==> images/met1.png <==
Scale: 3 px per um.
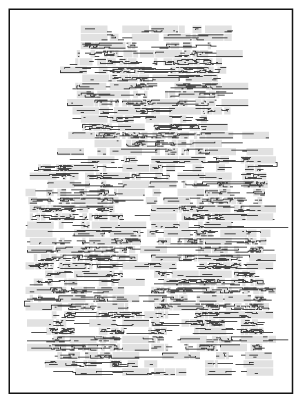
==> images/met2.png <==
Scale: 4 px per um.
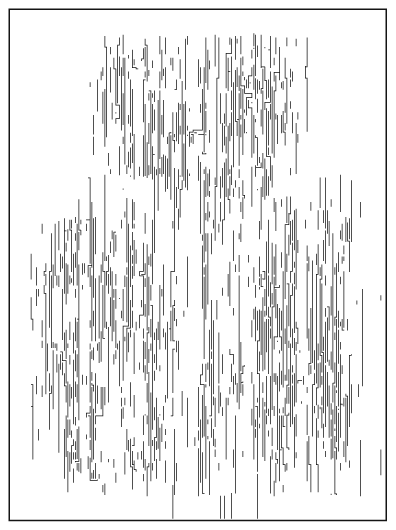
==> images/met3.png <==
Scale: 2 px per um.
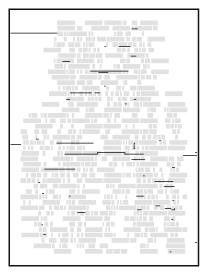
==> images/met4.png <==
Scale: 2 px per um.
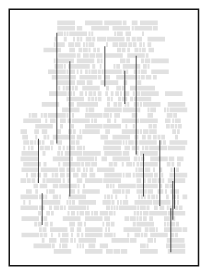
==> src/rtl/pulse_cond.sv <==
// pulse_cond: turns the raw heart-beat sensor input into a clean one-clock beat strobe.
// Define PULSE_INTERVAL_EN to add the beat-to-beat interval (ms) outputs.
module pulse_cond #(
  parameter int unsigned DEBOUNCE_CYCLES = 100000,
  parameter int unsigned REFRACT_CYCLES  = 25000000,
  parameter int unsigned TIMEOUT_CYCLES  = 300000000,
  parameter int unsigned CNT_W           = 32
) (
  input  logic       clk,
  input  logic       rst,
  input  logic       enable,
  input  logic       pulso_raw,
  output logic       pulse_level,
  output logic       beat,
  output logic       rejected,
  output logic       lost,
  output logic [1:0] state_dbg
`ifdef PULSE_INTERVAL_EN
  ,
  output logic [15:0] interval,
  output logic        interval_valid
`endif
);

  localparam logic [1:0] IDLE    = 2'b00;
  localparam logic [1:0] ARMED   = 2'b01;
  localparam logic [1:0] REFRACT = 2'b10;

  localparam logic [CNT_W-1:0] DEB_LAST = CNT_W'(DEBOUNCE_CYCLES - 1);
  localparam logic [CNT_W-1:0] REF_LAST = CNT_W'(REFRACT_CYCLES - 1);
  localparam logic [CNT_W-1:0] TMO_LAST = CNT_W'(TIMEOUT_CYCLES - 1);

  logic [1:0]       sync_q, sync_d;
  logic             level_q, level_d;
  logic             level_dly_q, level_dly_d;
  logic [CNT_W-1:0] deb_cnt_q, deb_cnt_d;
  logic [CNT_W-1:0] refr_cnt_q, refr_cnt_d;
  logic [CNT_W-1:0] tmo_cnt_q, tmo_cnt_d;
  logic [1:0]       state_q, state_d;
  logic             beat_q, beat_d;
  logic             rej_q, rej_d;
  logic             lost_q, lost_d;
  logic             rise;
  logic             tmo_sat;

  // Synchronizer and debounce run regardless of enable so pulse_level stays valid.
  always_comb begin
    sync_d      = {sync_q[0], pulso_raw};
    level_d     = level_q;
    deb_cnt_d   = '0;
    if (sync_q[1] != level_q) begin
      if (deb_cnt_q == DEB_LAST) level_d = sync_q[1];
      else                       deb_cnt_d = deb_cnt_q + CNT_W'(1);
    end
    level_dly_d = level_q;
  end

  assign rise    = level_q & ~level_dly_q;
  assign tmo_sat = (tmo_cnt_q == TMO_LAST);

  always_comb begin
    state_d    = state_q;
    refr_cnt_d = refr_cnt_q;
    tmo_cnt_d  = tmo_cnt_q;
    lost_d     = lost_q;
    beat_d     = 1'b0;
    rej_d      = 1'b0;
    if (!enable) begin
      state_d    = IDLE;
      refr_cnt_d = '0;
      tmo_cnt_d  = '0;
      lost_d     = 1'b0;
    end else begin
      case (state_q)
        IDLE: begin
          state_d    = ARMED;
          refr_cnt_d = '0;
          tmo_cnt_d  = '0;
          lost_d     = 1'b0;
        end
        ARMED: begin
          // An accepted beat outranks a timeout landing on the same clock.
          if (rise) begin
            beat_d     = 1'b1;
            state_d    = REFRACT;
            refr_cnt_d = '0;
            tmo_cnt_d  = '0;
            lost_d     = 1'b0;
          end else if (tmo_sat) begin
            lost_d = 1'b1;
          end else begin
            tmo_cnt_d = tmo_cnt_q + CNT_W'(1);
          end
        end
        REFRACT: begin
          rej_d = rise;
          if (tmo_sat) lost_d = 1'b1;
          else         tmo_cnt_d = tmo_cnt_q + CNT_W'(1);
          if (refr_cnt_q == REF_LAST) begin
            state_d    = ARMED;
            refr_cnt_d = '0;
          end else begin
            refr_cnt_d = refr_cnt_q + CNT_W'(1);
          end
        end
        default: begin
          state_d    = IDLE;
          refr_cnt_d = '0;
          tmo_cnt_d  = '0;
          lost_d     = 1'b0;
        end
      endcase
    end
  end

  always_ff @(posedge clk or negedge rst) begin
    if (!rst) begin
      sync_q      <= '0;
      level_q     <= 1'b0;
      level_dly_q <= 1'b0;
      deb_cnt_q   <= '0;
      refr_cnt_q  <= '0;
      tmo_cnt_q   <= '0;
      state_q     <= IDLE;
      beat_q      <= 1'b0;
      rej_q       <= 1'b0;
      lost_q      <= 1'b0;
    end else begin
      sync_q      <= sync_d;
      level_q     <= level_d;
      level_dly_q <= level_dly_d;
      deb_cnt_q   <= deb_cnt_d;
      refr_cnt_q  <= refr_cnt_d;
      tmo_cnt_q   <= tmo_cnt_d;
      state_q     <= state_d;
      beat_q      <= beat_d;
      rej_q       <= rej_d;
      lost_q      <= lost_d;
    end
  end

  assign pulse_level = level_q;
  assign beat        = beat_q;
  assign rejected    = rej_q;
  assign lost        = lost_q;
  assign state_dbg   = state_q;

`ifdef PULSE_INTERVAL_EN
  localparam int unsigned  MS_CYCLES = 100000;
  localparam logic [16:0]  MS_LAST   = 17'(MS_CYCLES - 1);

  logic [16:0] ms_cnt_q, ms_cnt_d;
  logic [15:0] ival_cnt_q, ival_cnt_d;
  logic [15:0] interval_q, interval_d;
  logic        ival_valid_q, ival_valid_d;
  logic        have_prev_q, have_prev_d;

  // Interval is measured from beat to beat; the first beat after enable only starts timing.
  always_comb begin
    ms_cnt_d     = ms_cnt_q;
    ival_cnt_d   = ival_cnt_q;
    interval_d   = interval_q;
    ival_valid_d = 1'b0;
    have_prev_d  = have_prev_q;
    if (!enable) begin
      ms_cnt_d    = '0;
      ival_cnt_d  = '0;
      have_prev_d = 1'b0;
    end else if (beat_d) begin
      if (have_prev_q) begin
        interval_d   = ival_cnt_q;
        ival_valid_d = 1'b1;
      end
      have_prev_d = 1'b1;
      ms_cnt_d    = '0;
      ival_cnt_d  = '0;
    end else if (ms_cnt_q == MS_LAST) begin
      ms_cnt_d = '0;
      if (ival_cnt_q != '1) ival_cnt_d = ival_cnt_q + 16'd1;
    end else begin
      ms_cnt_d = ms_cnt_q + 17'd1;
    end
  end

  always_ff @(posedge clk or negedge rst) begin
    if (!rst) begin
      ms_cnt_q     <= '0;
      ival_cnt_q   <= '0;
      interval_q   <= '0;
      ival_valid_q <= 1'b0;
      have_prev_q  <= 1'b0;
    end else begin
      ms_cnt_q     <= ms_cnt_d;
      ival_cnt_q   <= ival_cnt_d;
      interval_q   <= interval_d;
      ival_valid_q <= ival_valid_d;
      have_prev_q  <= have_prev_d;
    end
  end

  assign interval       = interval_q;
  assign interval_valid = ival_valid_q;
`endif

endmodule

==> config.mk <==
export PLATFORM = sky130hd
export DESIGN_NAME = pulse_cond
export DESIGN_NICKNAME = d
export VERILOG_FILES = /design/src/rtl/pulse_cond.sv
export SDC_FILE = /design/constraint.sdc
export NUM_CORES = 1
export LEC_CHECK = 0
export CORE_ASPECT_RATIO = 1.4
export CORE_MARGIN = 5
export CORE_UTILIZATION = 55
export DETAILED_ROUTE_END_ITERATION = 12
export GPL_TIMING_DRIVEN = 0
export HOLD_SLACK_MARGIN = 0.08
export PLACE_DENSITY = 0.72
export SYNTH_ARGS = -nofsm -noshare
export SYNTH_HDL_FRONTEND = slang
export SYNTH_SLANG_ARGS = --single-unit
==> constraint.sdc <==
create_clock -name clk -period 2.9 [get_ports clk]
set_input_delay 0.87 -clock clk [delete_from_list [all_inputs] [get_ports clk]]
set_output_delay 0.87 -clock clk [all_outputs]
set_load 0.005 [all_outputs]
==> flow_summary_export.csv <==
group,metric,value,unit
outcome,status,"finished clean",
worst_setup_path,endpoint_kind,"flip-flop",
global_route,overflow,0,
sta,period_needed,2.718,ns
clock_tree,clock_latency,0.35,ns
global_route,grt_pass1_wl,19.42,mm
cells_and_area,diodes,0,
cells_and_area,mostFrequentLayoutCells,"dfrtp_1, nor2_1, nand2_1",
floorplanning,fp_util,55.35,%
synthesis,postSynthSeqShare,48.48,%
cells_and_area,drive_above_1_share,7.846,%
floorplanning,die_area,11970,um2
placement,port_buffers,9,
cells_and_area,area_growth,11.87,%
detailed_routing,vias,4189,
worst_setup_path,start_kind,"primary input",
synthesis,ys_async_sr_fraction,100.0,%
floorplanning,rows,43,
synthesis,synthDistinctLibCells,52,
global_route,antenna_found_initial,0,
worst_setup_path,required,3.13,ns
clock_tree,cts.clk_slew.worst_paths,0.06,ns
synthesis,synth_flops,105,
cells_and_area,design_area,6063,um2
worst_setup_path,critPathArrivalTime,2.94,ns
worst_setup_path,cp_cell_sequence,"clkdlybuf4s50_1, and2_1, clkbuf_1, a2111oi_1, buf_2, nand4_1, xor2_1, nor2_1",
worst_setup_path,crit_buf_inv,3,
detailed_routing,avgRoutedWirePerCell,15.03,um
clock_tree,ctsHoldBuffers,0,
sta,fin_skew,0.01022,ns
detailed_routing,vias_per_cell,5.707,
flow_run,cap_violations,0,
clock_tree,numCtsBuffers,9,
placement,place.gp.congestion,0.8308,
synthesis,syn_area_per_cell,9.459,um2
clock_tree,cts_tree,"yes",
worst_setup_path,crit_fanout,10,
clock_tree,post_cts_buffers,0,
worst_setup_path,cp_slowest_cell,"a2111oi_1",
sta,finalSetupViolations,0,
sta,relSlewSlack,26.92,%
clock_tree,cts-htree-levels,3,
flow_run,openroad.warnings,29,
sta,maxSlewViolCount,0,
floorplanning,die_x,93.90,um
floorplanning,core-area,9792,um2
placement,placed_area,5704,um2
synthesis,ys_cells,573,
worst_setup_path,crit_family,"buffers and inverters",
hold_path,hold_path.class,"reg2reg",
floorplanning,die_height,127.5,um
sta,grt_setup_unrepaired,"no",
sta,fmax,367.9,MHz
placement,dp.final_hpwl,7.683,mm
pwr,power_leakage,2.472,nW
clock_tree,clockBufferDepth,2,
sta,worst_pin_slew,1.086,ns
detailed_routing,antenna_left,0,
global_route,grt_pass1_vias,4171,
worst_setup_path,cpPeakStageDelay,0.57,ns
synthesis,yosys_most_used_dff,"dfrtp_1",
detailed_routing,firstDrtPassIters,5,
cells_and_area,layout_top_cell,"dfrtp_1",
sta,min_period_over_period,93.73,%
global_route,grt_max_degree,65,
synthesis,synthCells,573,
sta,hold_ws,0.3754,ns
synthesis,edf_count,0,
global_route,grt_usage,20.12,%
detailed_routing,drt_iter0_markers,172,
sta,hold_viol,0,
synthesis,syn_area,5420,um2
pwr,power.density,501.6,nW/um2
synthesis,fp_nets,584,
About met1.png:
nets with wire on the layer = 577
main direction = horizontal
wire length on this layer = 4790 um

About met2.png:
main direction = vertical
wire length on this layer = 5660 um
longest straight run = 38.8 um
share of all routed wire = 51%

About met3.png:
main direction = horizontal
longest straight run = 23.0 um
share of all routed wire = 1.9%
nets with wire on the layer = 26
grt met3 use: 2.532%
WL final: 11.03 mm

About met4.png:
wire length on this layer = 360 um
main direction = vertical

power breakdown:
part | internal [mW] | switching, mW
clock | 0.928 | 0.521
combinational | 0.0326 | 0.0795
sequential | 1.47 | 0.00866
total | 2.43 | 0.609
metrics by stage:
stage / total power, mW / setup slack [ns] / instances / setup TNS, ns / util [%]
after floorplan: 1.561 / 0.6770 / 573 / 0 / -
after global placement: 1.616 / -2.908 / 717 / -306.05 / 58.00
after detailed placement: 1.624 / -0.1532 / 718 / -1.232 / 58.25
after CTS: 3.069 / 0.1808 / 734 / 0 / 61.92
after global routing: 3.147 / 0.001911 / 734 / 0 / 61.92
final: 3.041 / 0.1820 / 734 / 0 / 61.92
flip-flops by register name, summed over array words and instances, names as in the netlist:
| name | flops |
|---|---|
| level_dly_q | 1 |
| deb_cnt_q | 32 |
| sync_q | 2 |
| lost | 1 |
| beat | 1 |
| rejected | 1 |
| state_dbg | 2 |
| refr_cnt_q | 32 |
| tmo_cnt_q | 32 |
| pulse_level | 1 |
Yosys cell counts, types with 4 or more instances:
master    count  area, um2
a21oi_1      13      65.06
and2_1        4      25.02
and3_1       18      112.6
and4_1        8      70.07
buf_2        10      50.05
clkbuf_1      7      26.28
dfrtp_1     105       2628
ha_1          7      87.58
inv_1        14      52.55
nand2_1      43      161.4
nand3_1      33      165.2
nand4_1      35      219.0
nor2_1       94      352.8
nor2_2        5      31.28
nor3_1       11      55.05
nor4_1       22      137.6
o21ai_0      13      65.06
or3_1        10      62.56
or4_1         6      45.04
xnor2_1      36      315.3
xor2_1       40      350.3
final cells by class:
type,count,area (um2)
fill,838,3729
sequential,105,2628
multi-input combinational,430,2609
clock buffer,10,229.0
tap,135,168.9
buffer,24,131.4
clock inverter,6,130.1
timing repair buffer,10,115.1
inverter,14,52.55
logic make-up after synthesis:
kind of cell | after synthesis | share of synthesized area [%]
xor+xnor | 76 | 12.28
simple gates | 307 | 29.76
mux | 2 | 0.3924
flops | 105 | 48.48
fa+ha+maj | 7 | 1.616
compound gates | 38 | 4.086
buf+inv | 38 | 3.393
metal layers:
metal | global-route usage, % | routed length [um] | vias up
met5 | 0 | 0 | -
met4 | 10.97 | 359 | 0
met3 | 2.532 | 210 | 29
met2 | 33.50 | 5664 | 61
met1 | 25.24 | 4794 | 2043
li1 | - | - | 2056
final timing paths:
check,startpoint,end,slack (ns),cells after the start
setup / recovery,enable,refr_cnt_q[18],0.18,8
hold / removal,sync_q[0],sync_q[1],0.38,0
setup reg to reg,state_dbg[1],refr_cnt_q[18],0.48,9
hold reg to reg,sync_q[0],sync_q[1],0.38,0
max in group asynchronous,rst,deb_cnt_q[7],1.69,2
min in group asynchronous,rst,refr_cnt_q[26],0.51,1
Power figures rest on the tool's default switching activity, not on a simulated workload.
